`config.mk`:
```
export PLATFORM = sky130hd
export DESIGN_NAME = memory_port_arbiter
export DESIGN_NICKNAME = d
export VERILOG_FILES = /design/src/rtl/memory_port_arbiter.sv
export SDC_FILE = /design/constraint.sdc
export NUM_CORES = 1
export LEC_CHECK = 0
export CAP_MARGIN = 20
export CORE_MARGIN = 2
export CORE_UTILIZATION = 46
export CTS_CLUSTER_SIZE = 28
export DETAILED_ROUTE_END_ITERATION = 12
export PLACE_DENSITY = 0.94
export SLEW_MARGIN = 15
export SYNTH_ARGS = -nofsm -noshare
export SYNTH_HDL_FRONTEND = slang
export SYNTH_SLANG_ARGS = --single-unit
```
`constraint.sdc`:
```
create_clock -name clock -period 3.6 [get_ports clock]
set_input_delay 0.72 -clock clock [delete_from_list [all_inputs] [get_ports clock]]
set_output_delay 0.72 -clock clock [all_outputs]
set_load 0.01 [all_outputs]
```
`src/rtl/memory_port_arbiter.sv`:
```
// Two-requester arbiter for the read/write port B of a memory_block.
// Grants on phase-0 cycles, accesses on phase-1 cycles, returns read data.
module memory_port_arbiter #(
    parameter int data_width     = 16,
    parameter int address_width  = 10,
    parameter int fixed_priority = 0
) (
    input  logic                     clock,
    input  logic                     reset,
    input  logic                     req0_valid,
    input  logic                     req0_write,
    input  logic [address_width-1:0] req0_address,
    input  logic [data_width-1:0]    req0_data,
    output logic                     req0_ready,
    output logic                     resp0_valid,
    output logic [data_width-1:0]    resp0_data,
    input  logic                     req1_valid,
    input  logic                     req1_write,
    input  logic [address_width-1:0] req1_address,
    input  logic [data_width-1:0]    req1_data,
    output logic                     req1_ready,
    output logic                     resp1_valid,
    output logic [data_width-1:0]    resp1_data,
    output logic                     mem_write_clock,
    output logic                     mem_write_enable,
    output logic [address_width-1:0] mem_portB_address,
    output logic [data_width-1:0]    mem_data_in,
    input  logic [data_width-1:0]    mem_portB_out
);

    logic phase;
    logic last_grant;
    logic req0_wins;
    logic grant0;
    logic grant1;
    logic rd1_valid;
    logic rd1_id;
    logic rd2_valid;
    logic rd2_id;

    // last_grant = 1 means requester 1 was served last, so 0 wins a tie
    always_comb begin
        req0_wins = (fixed_priority != 0) || last_grant;
        grant0 = !reset && !phase && req0_valid
               && (req0_wins || !req1_valid);
        grant1 = !reset && !phase && req1_valid
               && !(req0_valid && req0_wins);
    end

    assign req0_ready      = grant0;
    assign req1_ready      = grant1;
    assign mem_write_clock = phase;

    always_ff @(posedge clock) begin
        if (reset) begin
            phase             <= 1'b0;
            last_grant        <= 1'b1;
            mem_write_enable  <= 1'b0;
            mem_portB_address <= '0;
            mem_data_in       <= '0;
            rd1_valid         <= 1'b0;
            rd1_id            <= 1'b0;
            rd2_valid         <= 1'b0;
            rd2_id            <= 1'b0;
            resp0_valid       <= 1'b0;
            resp1_valid       <= 1'b0;
            resp0_data        <= '0;
            resp1_data        <= '0;
        end else begin
            phase <= !phase;
            mem_write_enable <= (grant0 && req0_write)
                              || (grant1 && req1_write);
            if (grant0) begin
                mem_portB_address <= req0_address;
                mem_data_in       <= req0_data;
                last_grant        <= 1'b0;
            end else if (grant1) begin
                mem_portB_address <= req1_address;
                mem_data_in       <= req1_data;
                last_grant        <= 1'b1;
            end
            rd1_valid <= (grant0 && !req0_write)
                       || (grant1 && !req1_write);
            rd1_id    <= grant1;
            rd2_valid <= rd1_valid;
            rd2_id    <= rd1_id;
            // portB_out carries the read word during the rd2 cycle
            resp0_valid <= rd2_valid && !rd2_id;
            resp1_valid <= rd2_valid && rd2_id;
            if (rd2_valid && !rd2_id)
                resp0_data <= mem_portB_out;
            if (rd2_valid && rd2_id)
                resp1_data <= mem_portB_out;
        end
    end

endmodule
```
==> flow_summary.toml, run 1 <==
# flow metrics
[synthesis]
avgSynthCellArea_um2 = 9.94
yosys_warnings = 0
ys_cells = 332
async_reset_ff_share_pct = 0
ys_ff = 67

[final_timing]
min_period_ns = 2.81
clock.fmax_ghz = 0.356
final-setup-viol-count = 0
finalSetupTns_ns = 0
fin_skew_ns = 0.0100
fin_crit_sh_pct = 78.0

[routing]
num_vias = 3104
drcViolationCount = 0
drtIter0Drc = 204

[cts]
htreeDepth = 3
cts_buffers = 9
post_cts_buffers = 0
tritoncts = "built"
cts_num_sinks = 67
cts.repair.resized = 0
ctsHoldBuffers = 0

[finish]
mi_logic_area_um2 = 1720
post-route-util_pct = 71.2
n_antenna_cell = 0

[critical_path]
arrival_ns = 2.09
critPathSlowestCell = "clkdlybuf4s50_1"
path_common_cell = "clkdlybuf4s50_1"
path_cells = "clkdlybuf4s50_1 -> nand3_1 -> inv_1 -> clkdlybuf4s50_1"
cp-end-kind = "output port"

[global_routing]
antenna_found_initial = 0
first_global_vias = 2943
grt_overflow = 0
grt_max_degree = 64
grt_use_total_pct = 23.4

[placement]
gp_congestion = 0.812
place_inst = 532

[hold_path]
hold_path.class = "reg -> reg"

[run_status]
status = "finished clean"
[run 1: sequential cells by signal, indices dropped and copies added, names as in the netlist, 10 cells and up]
name,flops
mem_data_in,16
mem_portB_address,10
resp1_data,16
resp0_data,16
[run 1: cells in the mapped netlist, types with 3 or more instances]
cell type  number  area [µm²]
dfxtp_1        67        1340
nand2_1        66         248
a21oi_1        58         290
nor4b_1        26         228
a2111oi_4      20         551
clkbuf_1       18        67.6
nor4_1         16         100
buf_2          12        60.1
nor4_2         10         125
buf_4           5        37.5
buf_6           5        56.3
nor2b_1         4        25.0
nand2b_1        3        18.8
nor2_1          3        11.3
[run 1: metal layers]
layer  track usage (%)  up-vias  part of all wire [%]
met5                 0        -                     0
li1                  -     1450                     -
met3              5.97        9                   9.3
met1              28.5     1478                    40
met2              39.6      167                    49
met4              9.37        0                   1.2
[run 1: cells by family (layout without fill, tap and decap cells)]
family / Yosys count / count (layout) / synth area share, %
and+or+nand+nor: 133 / 133 / 23.8
AOI/OAI and AO/OA: 87 / 87 / 28.3
DFF: 67 / 67 / 40.6
buffers and inverters: 45 / 166 / 7.32
[run 1: final timing paths]
check	end	slack [ns]	depth (start not counted)	startpoint
max	req1_ready	0.79	4	req1_valid
min	rd2_valid	0.44	1	rd1_valid
max reg2reg	mem_data_in[10]	1.51	5	last_grant
min reg2reg	rd2_valid	0.44	1	rd1_valid
[run 1: report_power, final]
group | internal [mW] | switching (mW) | leakage [nW]
Combinational | 0.180 | 0.180 | 0.823
Sequential | 0.775 | 0.0198 | 0.546
Clock | 0.533 | 0.298 | 0.131
[run 1: area by class of cell]
cell class	instances	share of cell area [%]
inverter	5	0.409
clock inverter	6	2.81
multi-input combinational	220	35.2
sequential	67	27.4
clock buffer	10	2.61
tap	96	2.46
timing repair buffer	145	29.1
[run 1: through the flow]
stage | instance area [µm²] | power [mW] | worst slack (ns) | hold WS (ns)
after floorplan | 3300 | 0.994 | 1.29 | 0.414
final | 4890 | 1.99 | 0.792 | 0.439
after CTS | 4880 | 2.00 | 0.795 | 0.443
after global routing | 4890 | 2.05 | 0.711 | 0.464
after detailed placement | 4620 | 1.17 | 0.799 | 0.425
after global placement | 4620 | 1.16 | 0.833 | 0.426
Run 1, PDN straps and rails:
Bar = 20 µm. Pins as bars on the die edge.
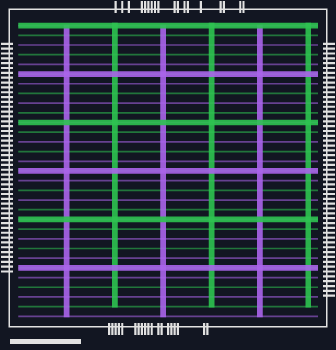
| colour | net |
|---|---|
| purple | VSS |
| green | VDD |
rows: 30
met1 rails: 31
signal pins: 138
met5 straps: 6

Run 1, cell classes on the final placement:
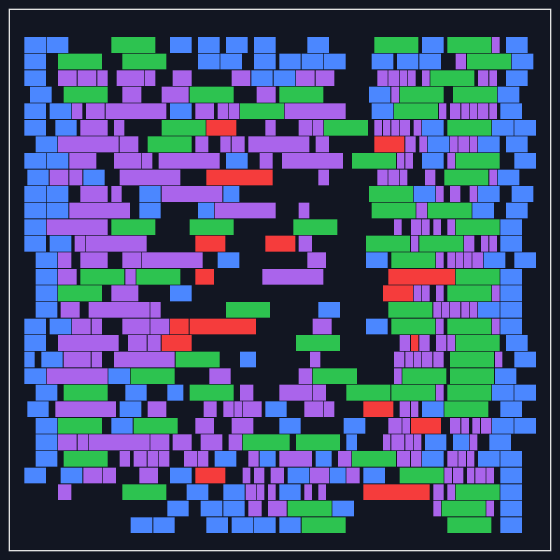
| colour | class | cells | share of their area |
|---|---|---|---|
| green | flops | 67 | 28% |
| purple | all other logic | 225 | 37% |
| blue | other buffers and delay cells | 145 | 30% |
| red | clock drivers and dummy loads | 16 | 5.6% |

Run 1, clock distribution:
Bar = 20 µm.
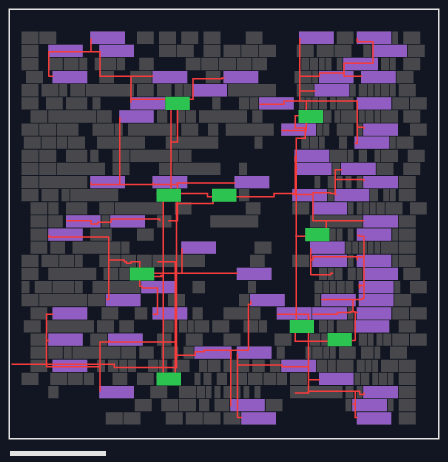
[green] cells driving clock nets | count: 9
[purple] flip-flops | count: 67
[red] clock wires | length: 867 µm
routed clock nets: 10
flops lie: all over the die

==> run 2: changes to the inputs <==
--- a/config.mk
+++ b/config.mk
@@ -7,10 +7,10 @@
 export LEC_CHECK = 0
 export CAP_MARGIN = 20
 export CORE_MARGIN = 2
-export CORE_UTILIZATION = 46
+export CORE_UTILIZATION = 43
 export CTS_CLUSTER_SIZE = 28
 export DETAILED_ROUTE_END_ITERATION = 12
-export PLACE_DENSITY = 0.94
+export PLACE_DENSITY = 0.9
 export SLEW_MARGIN = 15
 export SYNTH_ARGS = -nofsm -noshare
 export SYNTH_HDL_FRONTEND = slang
==> constraint.sdc (replaced) <==
create_clock -name clock -period 2.66 [get_ports clock]
set_input_delay 0.532 -clock clock [delete_from_list [all_inputs] [get_ports clock]]
set_output_delay 0.532 -clock clock [all_outputs]
set_load 0.01 [all_outputs]
Run 2, cell classes on the final placement:
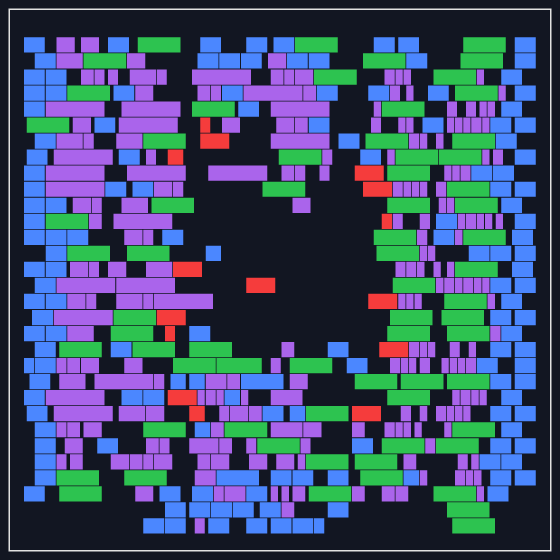
| colour | class | cells | share of their area |
|---|---|---|---|
| blue | other buffers and delay cells | 146 | 31% |
| purple | all other logic | 225 | 37% |
| red | clock drivers and dummy loads | 15 | 3.6% |
| green | flops | 67 | 28% |
flop share of the area: 27.8%
Core Util, Final: 66.0%
Placement Rows: 31
Std-Cell Core Area: 7330 µm²

==> run 2 against run 1 <==
  * Flip-flop count unchanged
  * Combinational power grew 36%
  * Cell area fell by 1.2%
  * Final cell count up 0.55%
  * Power rose by 16%
  * Critical endpoint unchanged
==> flow_summary.toml, run 2 <==
# flow metrics
[final_timing]
drv_slew = 0
fin_skew_ns = 0.00727
clock.fmax_ghz = 0.401
slew_headroom_pct = 52.4
finalSetupTns_ns = 0
fin_crit_sh_pct = 93.7
min_period_ns = 2.49
final_hold_viol_count = 0
final-setup-viol-count = 0
rsz0062_at_grt = "no"

[routing]
drcViolationCount = 0
drtPass1Iterations = 4
vias_per_cell = 5.48
wirelength_um = 9300
ant_nets = 0
num_vias = 3025
drtIter0Drc = 135
avgRoutedWirePerCell_um = 16.9

[synthesis]
common_cells = "67 x dfxtp_1, 66 x nand2_1, 58 x a21oi_1, 26 x nor4b_1, 20 x a2111oi_4"
synth_top_flop_cell = "dfxtp_1"
postSynthCellCount = 332
yosys_warnings = 0
fp_nets = 406
synth-edff-count = 0
ys_types = 27
avgSynthCellArea_um2 = 9.94
syn_area_um2 = 3300
ys_chip_area_um2 = 3300
top_area_share_pct = 40.6
ys_cells = 332
ys_ff = 67
top_cell = "dfxtp_1"
yosysTopAreaCell = "dfxtp_1"
async_reset_ff_share_pct = 0
ys_top_cells_by_area = "dfxtp_1 41%, a2111oi_4 17%, a21oi_1 8.8%"
postSynthSeqShare_pct = 40.6

[global_routing]
grt_max_degree = 64
grt_use_total_pct = 21.7
antenna_found_initial = 0
grt_overflow = 0
first_global_vias = 2912

[finish]
layout_top_cell = "clkdlybuf4s50_1"
regArea_um2 = 1340
mi_logic_area_um2 = 1730
lay_top_cells = "135 x clkdlybuf4s50_1, 66 x nand2_1, 66 x dfxtp_1"
n_antenna_cell = 0
fillers = 552
final_nets = 523
reg.largest.list = "mem_data_in: 16 flops, resp0_data: 16 flops, resp1_data: 16 flops"

[cts]
cts_num_sinks = 67
cts_buffers = 9
post_cts_buffers = 0
ctsHoldBuffers = 0
cts.repair.resized = 0
tritoncts = "built"
clk_pin_slew_ns = 0.07
clock_latency_ns = 0.33
htreeDepth = 3
root_buffer = "clkbuf_8"

[hold_path]
hold_path.class = "reg -> reg"

[floorplanning]
num_io_pins = 138
die_w_um = 91.6
die.size.y_um = 91.6
die_area_um2 = 8390

[critical_path]
path_class = "in -> out"
crit_fanout = 6
cp-end-kind = "output port"
reg2reg_slack_ns = 0.97
arrival_ns = 1.96
cp.required_ns = 2.13

[power]
p_leak_nw = 1.47
peakVddDrop_mv = 0.227
powerDensity_nw_per_um2 = 475

[run_status]
status = "finished clean"

[placement]
gp_congestion = 0.773

[flow_run]
warnings = 26
drv_cap = 0
Run 2, signal wires by layer:
Bar = 20 µm.
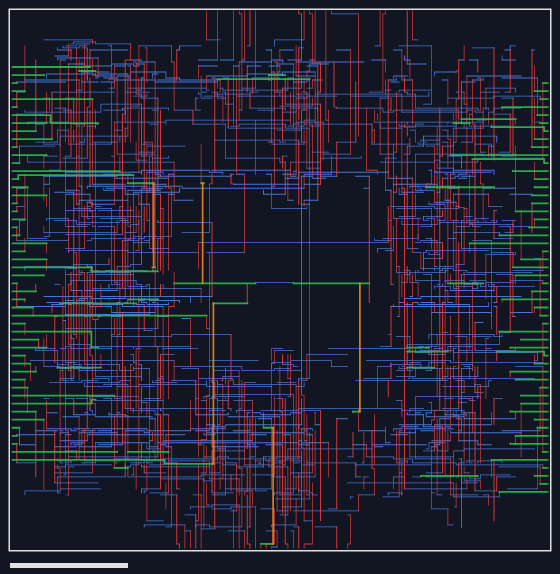
| colour | layer | wire length |
|---|---|---|
| green | met3 | 744 µm |
| blue | met1 | 3920 µm |
| orange | met4 | 100 µm |
| red | met2 | 4540 µm |

==> run 2: netlist changes by cell type in the layout (fill, tap and decap cells not counted), moves of 2 or more <==
cell | previous run | this run
buf_12 | 0 | 2
clkinv_2 | 1 | 4
clkinvlp_4 | 0 | 2
bufinv_16 | 4 | 0
clkinv_4 | 2 | 0
==> run 2: area by class of cell <==
cell class | count | area share, %
repair buffers | 146 | 30.1
clock inverters | 5 | 0.621
clock buffers | 10 | 2.85
flip-flops and latches | 67 | 27.8
inverters | 5 | 0.414
well taps | 99 | 2.56
multi-input cells | 220 | 35.7
==> run 2: routing by layer <==
layer / up-vias / global-route usage [%] / routed length [µm]
met2: 146 / 36.5 / 4540
met1: 1421 / 27.4 / 3920
li1: 1448 / - / -
met4: 0 / 6.94 / 99
met5: - / 0 / 0
met3: 10 / 5.01 / 743
==> run 2: cells by family (layout without fill, tap and decap cells) <==
| family | Yosys count | after routing | share of synthesized area (%) |
|---|---|---|---|
| buffers and inverters | 45 | 166 | 7.32 |
| and+or+nand+nor | 133 | 133 | 23.8 |
| AOI/OAI and AO/OA | 87 | 87 | 28.3 |
| DFF | 67 | 67 | 40.6 |
==> run 2: path summary, 6_finish.rpt <==
kind         startpoint              endpoint  cells past startpoint
min reg2reg   rd1_valid             rd2_valid                      1
max          req1_valid            req1_ready                      4
min           rd1_valid             rd2_valid                      1
max reg2reg  last_grant  mem_portB_address[9]                      3
==> run 2: critical path, stage by stage <==
cell	delay [ns]
clkdlybuf4s50_1	0.58
nand3_1	0.18
inv_1	0.13
clkdlybuf4s50_1	0.54
==> run 2: through the flow <==
| step | cells | power (mW) | area, µm² | setup slack (ns) | hold WS [ns] |
|---|---|---|---|---|---|
| floorplan | 332 | 1.35 | 3300 | 0.725 | 0.414 |
| global placement | 537 | 1.58 | 4660 | 0.162 | 0.420 |
| detailed placement | 537 | 1.59 | 4660 | 0.0208 | 0.427 |
| CTS | 552 | 2.32 | 4830 | 0.180 | 0.443 |
| global route | 552 | 2.40 | 4840 | 0.0520 | 0.456 |
| finish | 552 | 2.30 | 4840 | 0.168 | 0.437 |
==> run 2: power by group <==
part | switching, mW | leakage (nW) | internal, mW | total, mW
combinational | 0.238 | 0.841 | 0.251 | 0.489
clock | 0.373 | 0.0839 | 0.353 | 0.726
sequential | 0.0345 | 0.546 | 1.05 | 1.08
Power is estimated from default activity; no workload was simulated.
